Fig. 1: run 1, where the registers sit
Bar = 20 um.
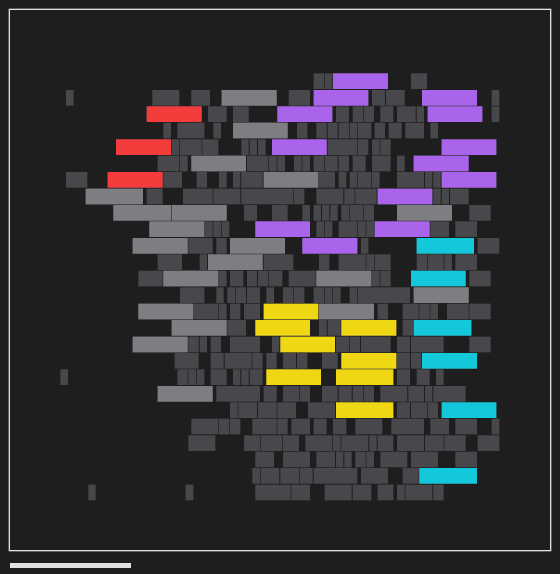
Fig. 2: run 1, routed clock nets over the placement
Bar = 20 um.
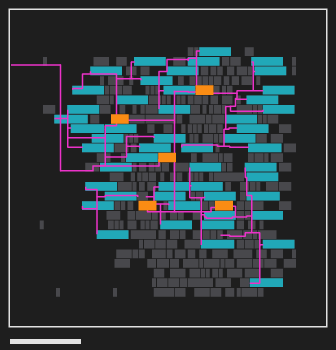
Fig. 3: run 1, signal metal coverage by tile
The die is cut into 18 by 18 equal tiles; dark blue is low, red is high, scaled to the fullest tile. Values are wire area over tile area, all layers added.
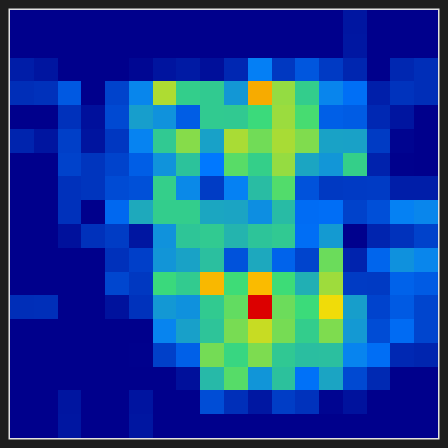
Fig. 4: run 1, cell placement
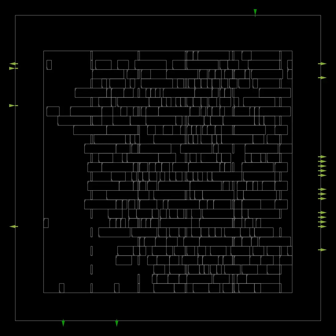
<file path="src/rtl/mg995_parameters.sv">
// Shared constants for the MG995 servo path: UART timing, PWM compare values,
// ASCII codes and the UART receive bit-FSM encoding.
package mg995_parameters;

  localparam int CLKS_PER_BIT = 5208;
  localparam int DATA_LENGTH  = 17;

  localparam int ANGLE_0_P   = 24999;
  localparam int ANGLE_90_P  = 74999;
  localparam int ANGLE_180_P = 124999;

  localparam logic [7:0] ASCII_0  = 8'h30;
  localparam logic [7:0] ASCII_9  = 8'h39;
  localparam logic [7:0] ASCII_CR = 8'h0D;
  localparam logic [7:0] ASCII_LF = 8'h0A;

  typedef enum logic [2:0] {
    RX_IDLE,
    RX_START,
    RX_DATA,
    RX_STOP,
    RX_WAIT_HIGH
  } rx_state_e;

endpackage

</file>
<file path="src/rtl/servo_uart_cmd_rx_byte.sv">
// 8N1 UART byte receiver: 2-FF synchronizer, bit FSM and baud counter.
// Emits a one-cycle byte strobe, or a framing-error strobe on a low stop bit.
module uart_rx_byte #(
  parameter int CLKS_PER_BIT = mg995_parameters::CLKS_PER_BIT
) (
  input  logic       Clk_i,
  input  logic       Reset_i,
  input  logic       i_rx,
  output logic [7:0] o_byte,
  output logic       o_byte_valid,
  output logic       o_frame_err
);
  import mg995_parameters::*;

  localparam int HALF_BIT = CLKS_PER_BIT / 2;
  localparam int CNT_W    = $clog2(CLKS_PER_BIT);

  logic             r_sync1, r_sync2;
  rx_state_e        r_state, w_next_state;
  logic [CNT_W-1:0] r_cnt;
  logic [2:0]       r_bit_idx;
  logic [7:0]       r_shift;
  logic             r_byte_valid, r_frame_err;

  logic w_rx, w_cnt_zero;
  logic w_load_half, w_load_full, w_shift, w_byte_done, w_frame_err;

  assign w_rx       = r_sync2;
  assign w_cnt_zero = (r_cnt == '0);

  // NOTE: sequential state uses non-blocking assignments so every flop samples pre-edge values.
  always_ff @(posedge Clk_i or negedge Reset_i) begin
    if (!Reset_i) begin
      r_sync1 <= 1'b1;
      r_sync2 <= 1'b1;
      r_state <= RX_IDLE;
    end else begin
      r_sync1 <= i_rx;
      r_sync2 <= r_sync1;
      r_state <= w_next_state;
    end
  end

  // NOTE: every output of this block gets a default first, so no path infers a latch.
  always_comb begin
    w_next_state = r_state;
    w_load_half  = 1'b0;
    w_load_full  = 1'b0;
    w_shift      = 1'b0;
    w_byte_done  = 1'b0;
    w_frame_err  = 1'b0;
    unique case (r_state)
      RX_IDLE: if (!w_rx) begin
        w_next_state = RX_START;
        w_load_half  = 1'b1;
      end
      RX_START: if (w_cnt_zero) begin
        if (!w_rx) begin
          w_next_state = RX_DATA;
          w_load_full  = 1'b1;
        end else begin
          w_next_state = RX_IDLE;
        end
      end
      RX_DATA: if (w_cnt_zero) begin
        w_shift     = 1'b1;
        w_load_full = 1'b1;
        if (r_bit_idx == 3'd7) w_next_state = RX_STOP;
      end
      RX_STOP: if (w_cnt_zero) begin
        if (w_rx) begin
          w_byte_done  = 1'b1;
          w_next_state = RX_IDLE;
        end else begin
          w_frame_err  = 1'b1;
          w_next_state = RX_WAIT_HIGH;
        end
      end
      RX_WAIT_HIGH: if (w_rx) w_next_state = RX_IDLE;
      default: w_next_state = RX_IDLE;
    endcase
  end

  always_ff @(posedge Clk_i or negedge Reset_i) begin
    if (!Reset_i) begin
      r_cnt        <= '0;
      r_bit_idx    <= '0;
      r_shift      <= '0;
      r_byte_valid <= 1'b0;
      r_frame_err  <= 1'b0;
    end else begin
      if (w_load_half)      r_cnt <= CNT_W'(HALF_BIT - 1);
      else if (w_load_full) r_cnt <= CNT_W'(CLKS_PER_BIT - 1);
      else if (!w_cnt_zero) r_cnt <= r_cnt - 1'b1;

      if (w_load_half)  r_bit_idx <= '0;
      else if (w_shift) r_bit_idx <= r_bit_idx + 1'b1;

      if (w_shift) r_shift <= {w_rx, r_shift[7:1]};

      r_byte_valid <= w_byte_done;
      r_frame_err  <= w_frame_err;
    end
  end

  assign o_byte       = r_shift;
  assign o_byte_valid = r_byte_valid;
  assign o_frame_err  = r_frame_err;

endmodule

</file>
<file path="src/rtl/servo_uart_cmd_rx.sv">
// ASCII angle command parser: "<0|90|180><CR|LF>" becomes a PWM compare value;
// malformed or out-of-set commands and framing errors pulse Error_o.
module servo_uart_cmd_rx #(
  parameter int CLKS_PER_BIT = mg995_parameters::CLKS_PER_BIT,
  parameter int DATA_LENGTH  = mg995_parameters::DATA_LENGTH,
  parameter int ANGLE_0_P    = mg995_parameters::ANGLE_0_P,
  parameter int ANGLE_90_P   = mg995_parameters::ANGLE_90_P,
  parameter int ANGLE_180_P  = mg995_parameters::ANGLE_180_P
) (
  input  logic                   Clk_i,
  input  logic                   Reset_i,
  input  logic                   Rx_i,
  output logic [DATA_LENGTH-1:0] Data_o,
  output logic                   Valid_o,
  output logic                   Error_o
);
  import mg995_parameters::*;

  logic [7:0] w_byte;
  logic       w_byte_valid, w_frame_err;

  uart_rx_byte #(.CLKS_PER_BIT(CLKS_PER_BIT)) u_rx (
    .Clk_i       (Clk_i),
    .Reset_i     (Reset_i),
    .i_rx        (Rx_i),
    .o_byte      (w_byte),
    .o_byte_valid(w_byte_valid),
    .o_frame_err (w_frame_err)
  );

  logic [7:0]             r_acc;
  logic [1:0]             r_nd;
  logic                   r_bad;
  logic [DATA_LENGTH-1:0] r_data;
  logic                   r_valid, r_error;

  logic                   w_is_digit, w_is_term, w_hit, w_cmd_ok, w_cmd_err;
  logic [9:0]             w_acc_next;
  logic [DATA_LENGTH-1:0] w_angle_val;

  assign w_is_digit = (w_byte >= ASCII_0) && (w_byte <= ASCII_9);
  assign w_is_term  = (w_byte == ASCII_CR) || (w_byte == ASCII_LF);
  // At most two digits precede an accumulate, so the 10-bit sum never exceeds 999.
  assign w_acc_next = {2'b00, r_acc} * 10'd10 + {6'd0, w_byte[3:0]};

  always_comb begin
    w_hit       = 1'b1;
    w_angle_val = DATA_LENGTH'(ANGLE_90_P);
    unique case (r_acc)
      8'd0:    w_angle_val = DATA_LENGTH'(ANGLE_0_P);
      8'd90:   w_angle_val = DATA_LENGTH'(ANGLE_90_P);
      8'd180:  w_angle_val = DATA_LENGTH'(ANGLE_180_P);
      default: w_hit = 1'b0;
    endcase
  end

  // Empty lines (e.g. the LF of CRLF) are neither accepted nor rejected.
  assign w_cmd_ok  = w_byte_valid && w_is_term && !r_bad && (r_nd != 2'd0) && w_hit;
  assign w_cmd_err = w_byte_valid && w_is_term && (r_bad || ((r_nd != 2'd0) && !w_hit));

  always_ff @(posedge Clk_i or negedge Reset_i) begin
    if (!Reset_i) begin
      r_acc <= '0;
      r_nd  <= '0;
      r_bad <= 1'b0;
    end else if (w_byte_valid) begin
      if (w_is_term) begin
        r_acc <= '0;
        r_nd  <= '0;
        r_bad <= 1'b0;
      end else if (w_is_digit && !r_bad && (r_nd != 2'd3)) begin
        // Saturate so a three-digit value above 255 cannot alias onto a valid angle.
        r_acc <= (w_acc_next > 10'd255) ? 8'd255 : w_acc_next[7:0];
        r_nd  <= r_nd + 1'b1;
      end else begin
        r_bad <= 1'b1;
      end
    end
  end

  always_ff @(posedge Clk_i or negedge Reset_i) begin
    if (!Reset_i) begin
      r_data  <= DATA_LENGTH'(ANGLE_90_P);
      r_valid <= 1'b0;
      r_error <= 1'b0;
    end else begin
      r_valid <= w_cmd_ok;
      r_error <= w_cmd_err || w_frame_err;
      if (w_cmd_ok) r_data <= w_angle_val;
    end
  end

  assign Data_o  = r_data;
  assign Valid_o = r_valid;
  assign Error_o = r_error;

endmodule

</file>
<file path="config.mk">
export PLATFORM = sky130hd
export DESIGN_NAME = servo_uart_cmd_rx
export DESIGN_NICKNAME = d
export VERILOG_FILES = /design/src/rtl/mg995_parameters.sv /design/src/rtl/servo_uart_cmd_rx_byte.sv /design/src/rtl/servo_uart_cmd_rx.sv
export SDC_FILE = /design/constraint.sdc
export NUM_CORES = 1
export LEC_CHECK = 0
export CAP_MARGIN = 20
export CORE_MARGIN = 8
export CORE_UTILIZATION = 53
export DETAILED_ROUTE_END_ITERATION = 16
export PLACE_DENSITY = 0.87
export SLEW_MARGIN = 20
export SYNTH_ARGS = -nofsm -noshare
export SYNTH_HDL_FRONTEND = slang
export SYNTH_SLANG_ARGS = --single-unit
</file>
<file path="constraint.sdc">
create_clock -name Clk_i -period 2.9 [get_ports Clk_i]
set_input_delay 0.58 -clock Clk_i [delete_from_list [all_inputs] [get_ports Clk_i]]
set_output_delay 0.58 -clock Clk_i [all_outputs]
set_load 0.01 [all_outputs]
</file>
==> flow_metrics.tcl, run 1 <==
# flow metrics
set metrics [dict create \
    status "finished clean" \
    area_growth_pct 11.5 \
    clock_sinks 50 \
    fp-utilization_pct 55.4 \
    hold_buffers 0 \
    path_max_fanout 8 \
    crit_buf_inv 2 \
    period_used_pct 95.3 \
    die_height_um 89.3 \
    hold_path.class "in2async" \
    rr_worst_depth 12 \
    grtUsageMet2_pct 23.4 \
    ys_cells 287 \
    slew_violations 0 \
    io_pins 22 \
    postSynthSeqShare_pct 44.2 \
    ys_area_um2 2850 \
    powerDensity_nw_per_um2 354 \
    relSlewSlack_pct 57.5 \
    grt_max_degree 50 \
    numCtsBuffers 5 \
]
Notes on Fig. 1 above:
Key: `r_acc` = yellow [placed flops 8]; `u_rx.r_cnt` = purple [placed flops 13]; `u_rx.r_bit_idx` = red [placed flops 3]; `Data_o` = cyan [placed flops 6]
sequential cell power: 0.701 mW
fin util: 61.8%
flop share of the area: 39.7%
Seq. cell area: 1260 um^2

Notes on Fig. 2 above:
Key: clock-net drivers = orange [count 5]; clock wires = magenta [length 551 um]; flip-flops = cyan [count 50]
There are 6 routed clock nets.
clk_skew: 0.0174 ns
clock power share: 35.6%

Notes on Fig. 3 above:
The fullest tile reaches 0.59. 9.3% of the tiles are over half the peak. The densest ninth of the die: centre. 35% of the tiles are nearly empty.
WL per Instance: 14.1 um
vias post-DR: 2113
GRT Util Overall: 14.6%
Total Routed Length: 5320 um

Notes on Fig. 4 above:
n_taps: 70
Seq cells: 50
fillcell total: 418
core footprint: 5140 um^2

-- run 1: layout make-up --
type | count | area share, %
multi-input combinational | 208 | 45.9
inverter | 15 | 1.77
sequential | 50 | 39.7
clock buffer | 6 | 2.29
clock inverter | 2 | 0.434
timing repair buffer | 26 | 7.17
tap | 70 | 2.76
-- run 1: cell families (layout without fill, tap and decap cells) --
group / after synthesis / count (layout) / synth area share, %
other: 2 / 7 / 0.264
XOR/XNOR: 16 / 16 / 4.92
buffers and inverters: 34 / 49 / 6.11
AND/OR/NAND/NOR: 97 / 97 / 17.8
multiplexers: 14 / 14 / 5.58
adder cells (fa/ha/maj): 21 / 21 / 9.75
AND-OR/OR-AND: 53 / 53 / 11.4
flip-flops: 50 / 50 / 44.2
-- run 1: sequential cells by signal, summed over array words and instances, names as in the netlist, 2 cells and up --
signal          cells
r_nd                2
u_rx.r_bit_idx      3
r_acc               8
Data_o              6
u_rx.r_cnt         13
u_rx.r_state        3
u_rx.o_byte         8
-- run 1: power breakdown --
group	switching (mW)	internal [mW]	leakage (nW)
Clock	0.228	0.172	0.0456
Sequential	0.00154	0.699	0.626
Combinational	0.0188	0.00388	0.822
-- run 1: per-stage QoR --
stage | worst slack [ns] | instances | instance area (um^2) | power, mW | util [%]
floorplan | 0.136 | 292 | 2870 | 0.727 | -
global placement | 0.284 | 365 | 3030 | 0.737 | 59.0
detailed placement | 0.168 | 365 | 3030 | 0.737 | 59.0
CTS | 0.143 | 373 | 3120 | 1.13 | 60.7
global route | -0.0442 | 377 | 3170 | 1.17 | 61.8
finish | 0.137 | 377 | 3170 | 1.12 | 61.8
-- run 1: how the worst max path moves through the flow --
stage,startpoint,to,slack (ns),cells after the start
global route,r_acc[3]$_DFFE_PN0P_,r_acc[4]$_DFFE_PN0P_,-0.04,12
floorplan,r_acc[1]$_DFFE_PN0P_,r_acc[3]$_DFFE_PN0P_,0.14,9
CTS,r_acc[2]$_DFFE_PN0P_,r_acc[3]$_DFFE_PN0P_,0.14,9
detailed placement,r_acc[2]$_DFFE_PN0P_,r_acc[3]$_DFFE_PN0P_,0.17,9
global placement,r_acc[1]$_DFFE_PN0P_,r_acc[6]$_DFFE_PN0P_,0.28,10
finish,r_acc[3]$_DFFE_PN0P_,r_acc[3]$_DFFE_PN0P_,0.14,12
-- run 1: per-layer routing --
| layer | up-vias | routed length, um |
|---|---|---|
| met3 | 8 | 309 |
| met4 | 0 | 82 |
| li1 | 1023 | - |
| met5 | - | 0 |
| met1 | 1029 | 2390 |
| met2 | 53 | 2530 |
-- run 1: what timing repair did --
item,4_1_cts,5_1_grt
setup buffers,0,4
gates resized,0,5
setup endpoints to repair,0,8
-- run 1: worst reg2reg max path, stage by stage, from the launching register on --
cell,delay [ns]
dfrtp_1,0.40
ha_1,0.29
ha_1,0.18
inv_1,0.06
fa_1,0.38
nand2b_1,0.18
a21oi_2,0.16
xor2_1,0.22
nand2_1,0.08
mux2_2,0.27
mux2i_1,0.12
buf_4,0.17
a31oi_1,0.10
Fig. 5: run 1, cell sizes after repair
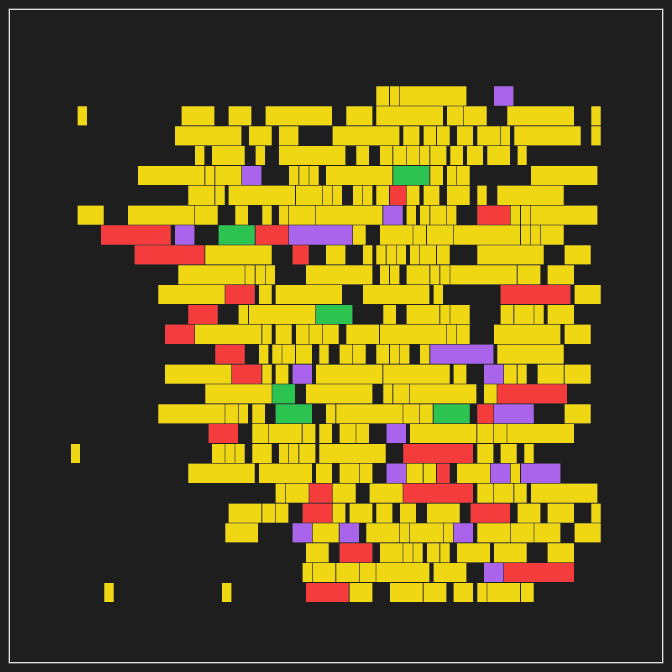

==> inputs of run 2 (changes only) <==
- HOLD_SLACK_MARGIN: unset -> 0.15
- PLACE_DENSITY: 0.87 -> 0.76
- SKIP_LAST_GASP: unset -> 1
Fig. 6: run 2, cell sizes after repair
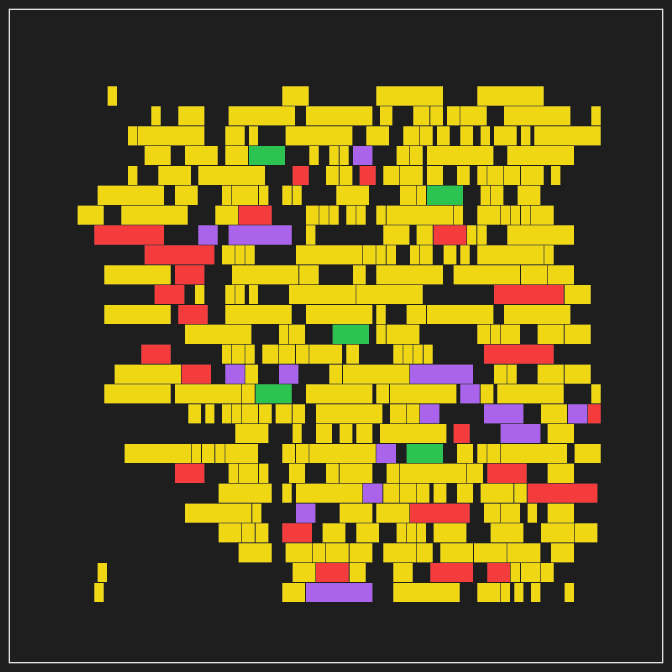
Key: x2 = red [cells 23]; x3 and x4 = purple [cells 15]; x1 and smaller = yellow [cells 260]; x6 and larger = green [cells 5]
Post-Layout Inst Area: 3160 um^2
Area Overhead vs Synth: 10.9%
bufs w/o clock: 22
worst setup margin: 0.155 ns

==> flow_metrics.tcl, run 2 <==
# flow metrics
set metrics [dict create \
    io_pins 22 \
    slew_violations 0 \
    grt_max_degree 51 \
    rr_worst_depth 10 \
    num_vias 2037 \
    skew_ns 0.0116 \
    ys_area_um2 2850 \
    largest_register_ffs 13 \
    largest_register "u_rx.r_cnt" \
    fp-utilization_pct 55.4 \
    r2r-end "r_acc[4]$_DFFE_PN0P_" \
    wl_per_cell_um 13.7 \
    instances_no_fill 373 \
    powerDensity_nw_per_um2 359 \
    ys.flops 50 \
    p_int_mw 0.873 \
    postSynthSeqShare_pct 44.2 \
    path_max_fanout 8 \
    vias_per_cell 5.46 \
    cts_setup_buffers 0 \
    track_usage_pct 13.9 \
    die_height_um 89.3 \
    hold_path.class "in2async" \
    relSlewSlack_pct 55.0 \
    synth-async-reset-ratio_pct 100 \
    p_clk_share_pct 36.2 \
    seq_power_share_pct 61.8 \
    swShare_pct 23.0 \
    status "finished clean" \
    ys_cells 287 \
    row_count 26 \
    rsz0062_at_grt "no" \
    avgSynthCellArea_um2 9.92 \
    comb_power_share_pct 2.0 \
    period_used_pct 94.7 \
    wl_um 5100 \
    setup.worst_path.end_class "register" \
    clock_sinks 50 \
    p_sw_mw 0.261 \
    hold_buffers 0 \
    dp_cells 365 \
    ctsResizeCount 0 \
    numCtsBuffers 5 \
    core-area_um2 5140 \
]
==> run 2: cell counts after synthesis <==
Identical to the previous run, type by type.
==> run 2: per-stage QoR <==
stage / total power [mW] / worst slack (ns) / area (um^2)
finish: 1.13 / 0.155 / 3160
global route: 1.17 / 0.0365 / 3160
CTS: 1.14 / 0.0889 / 3120
detailed placement: 0.737 / 0.108 / 3030
global placement: 0.737 / 0.208 / 3030
floorplan: 0.727 / 0.136 / 2870
==> run 2: cell type report <==
| type | count | area [um^2] |
|---|---|---|
| timing repair buffer | 22 | 195 |
| multi-input combinational | 208 | 1480 |
| tap | 70 | 87.6 |
| clock inverter | 2 | 15.0 |
| clock buffer | 6 | 72.6 |
| inverter | 15 | 56.3 |
| sequential | 50 | 1260 |
| fill | 448 | 1980 |
==> run 2: worst max-delay path: stages (launching register included) <==
cell	delay, ns
dfrtp_1	0.45
ha_1	0.34
ha_1	0.30
a21o_1	0.17
a21oi_1	0.27
xnor2_1	0.26
nand3_1	0.14
mux2_2	0.28
mux2i_1	0.13
buf_4	0.17
a31oi_1	0.09
==> run 2: cells by family (layout without fill, tap and decap cells) <==
logic type                 Yosys count  after routing  share of synthesized area (%)
xor gates and xnor gates            16             16                           4.92
other                                2              7                          0.264
adders and majority gates           21             21                           9.75
AOI/OAI and AO/OA                   53             53                           11.4
muxes                               14             14                           5.58
buffers and inverters               34             45                           6.11
DFF                                 50             50                           44.2
and+or+nand+nor                     97             97                           17.8
==> run 2: power groups by stage <==
| stage | combinational (mW) | clock (mW) | sequential, mW |
|---|---|---|---|
| 2_1_floorplan | 0.0131 | 0 | 0.714 |
| 3_3_place_gp | 0.0229 | 0 | 0.714 |
| 3_5_place_dp | 0.0233 | 0 | 0.714 |
| 4_1_cts | 0.0235 | 0.418 | 0.701 |
| 5_1_grt | 0.0266 | 0.446 | 0.701 |
| 6_report | 0.0224 | 0.411 | 0.701 |
==> run 2: worst max path at each step <==
stage                                end                  from  depth (start not counted)  slack, ns
floorplan           r_acc[3]$_DFFE_PN0P_  r_acc[1]$_DFFE_PN0P_                          9       0.14
global placement    r_acc[6]$_DFFE_PN0P_  r_acc[2]$_DFFE_PN0P_                         11       0.21
detailed placement  r_acc[4]$_DFFE_PN0P_  r_acc[4]$_DFFE_PN0P_                         11       0.11
CTS                 r_acc[4]$_DFFE_PN0P_  r_acc[4]$_DFFE_PN0P_                         11       0.09
global route        r_acc[4]$_DFFE_PN0P_  r_acc[3]$_DFFE_PN0P_                         12       0.04
finish              r_acc[4]$_DFFE_PN0P_  r_acc[2]$_DFFE_PN0P_                         10       0.16
==> run 2: per-layer routing <==
metal	part of all wire [%]	global-route usage, %	vias to the layer above
met1	48	18.4	972
met5	0	0	-
met4	1.1	4.08	0
met3	6.1	4.23	5
met2	45	21.4	44
li1	-	-	1016
Power and IR drop assume default switching activity.
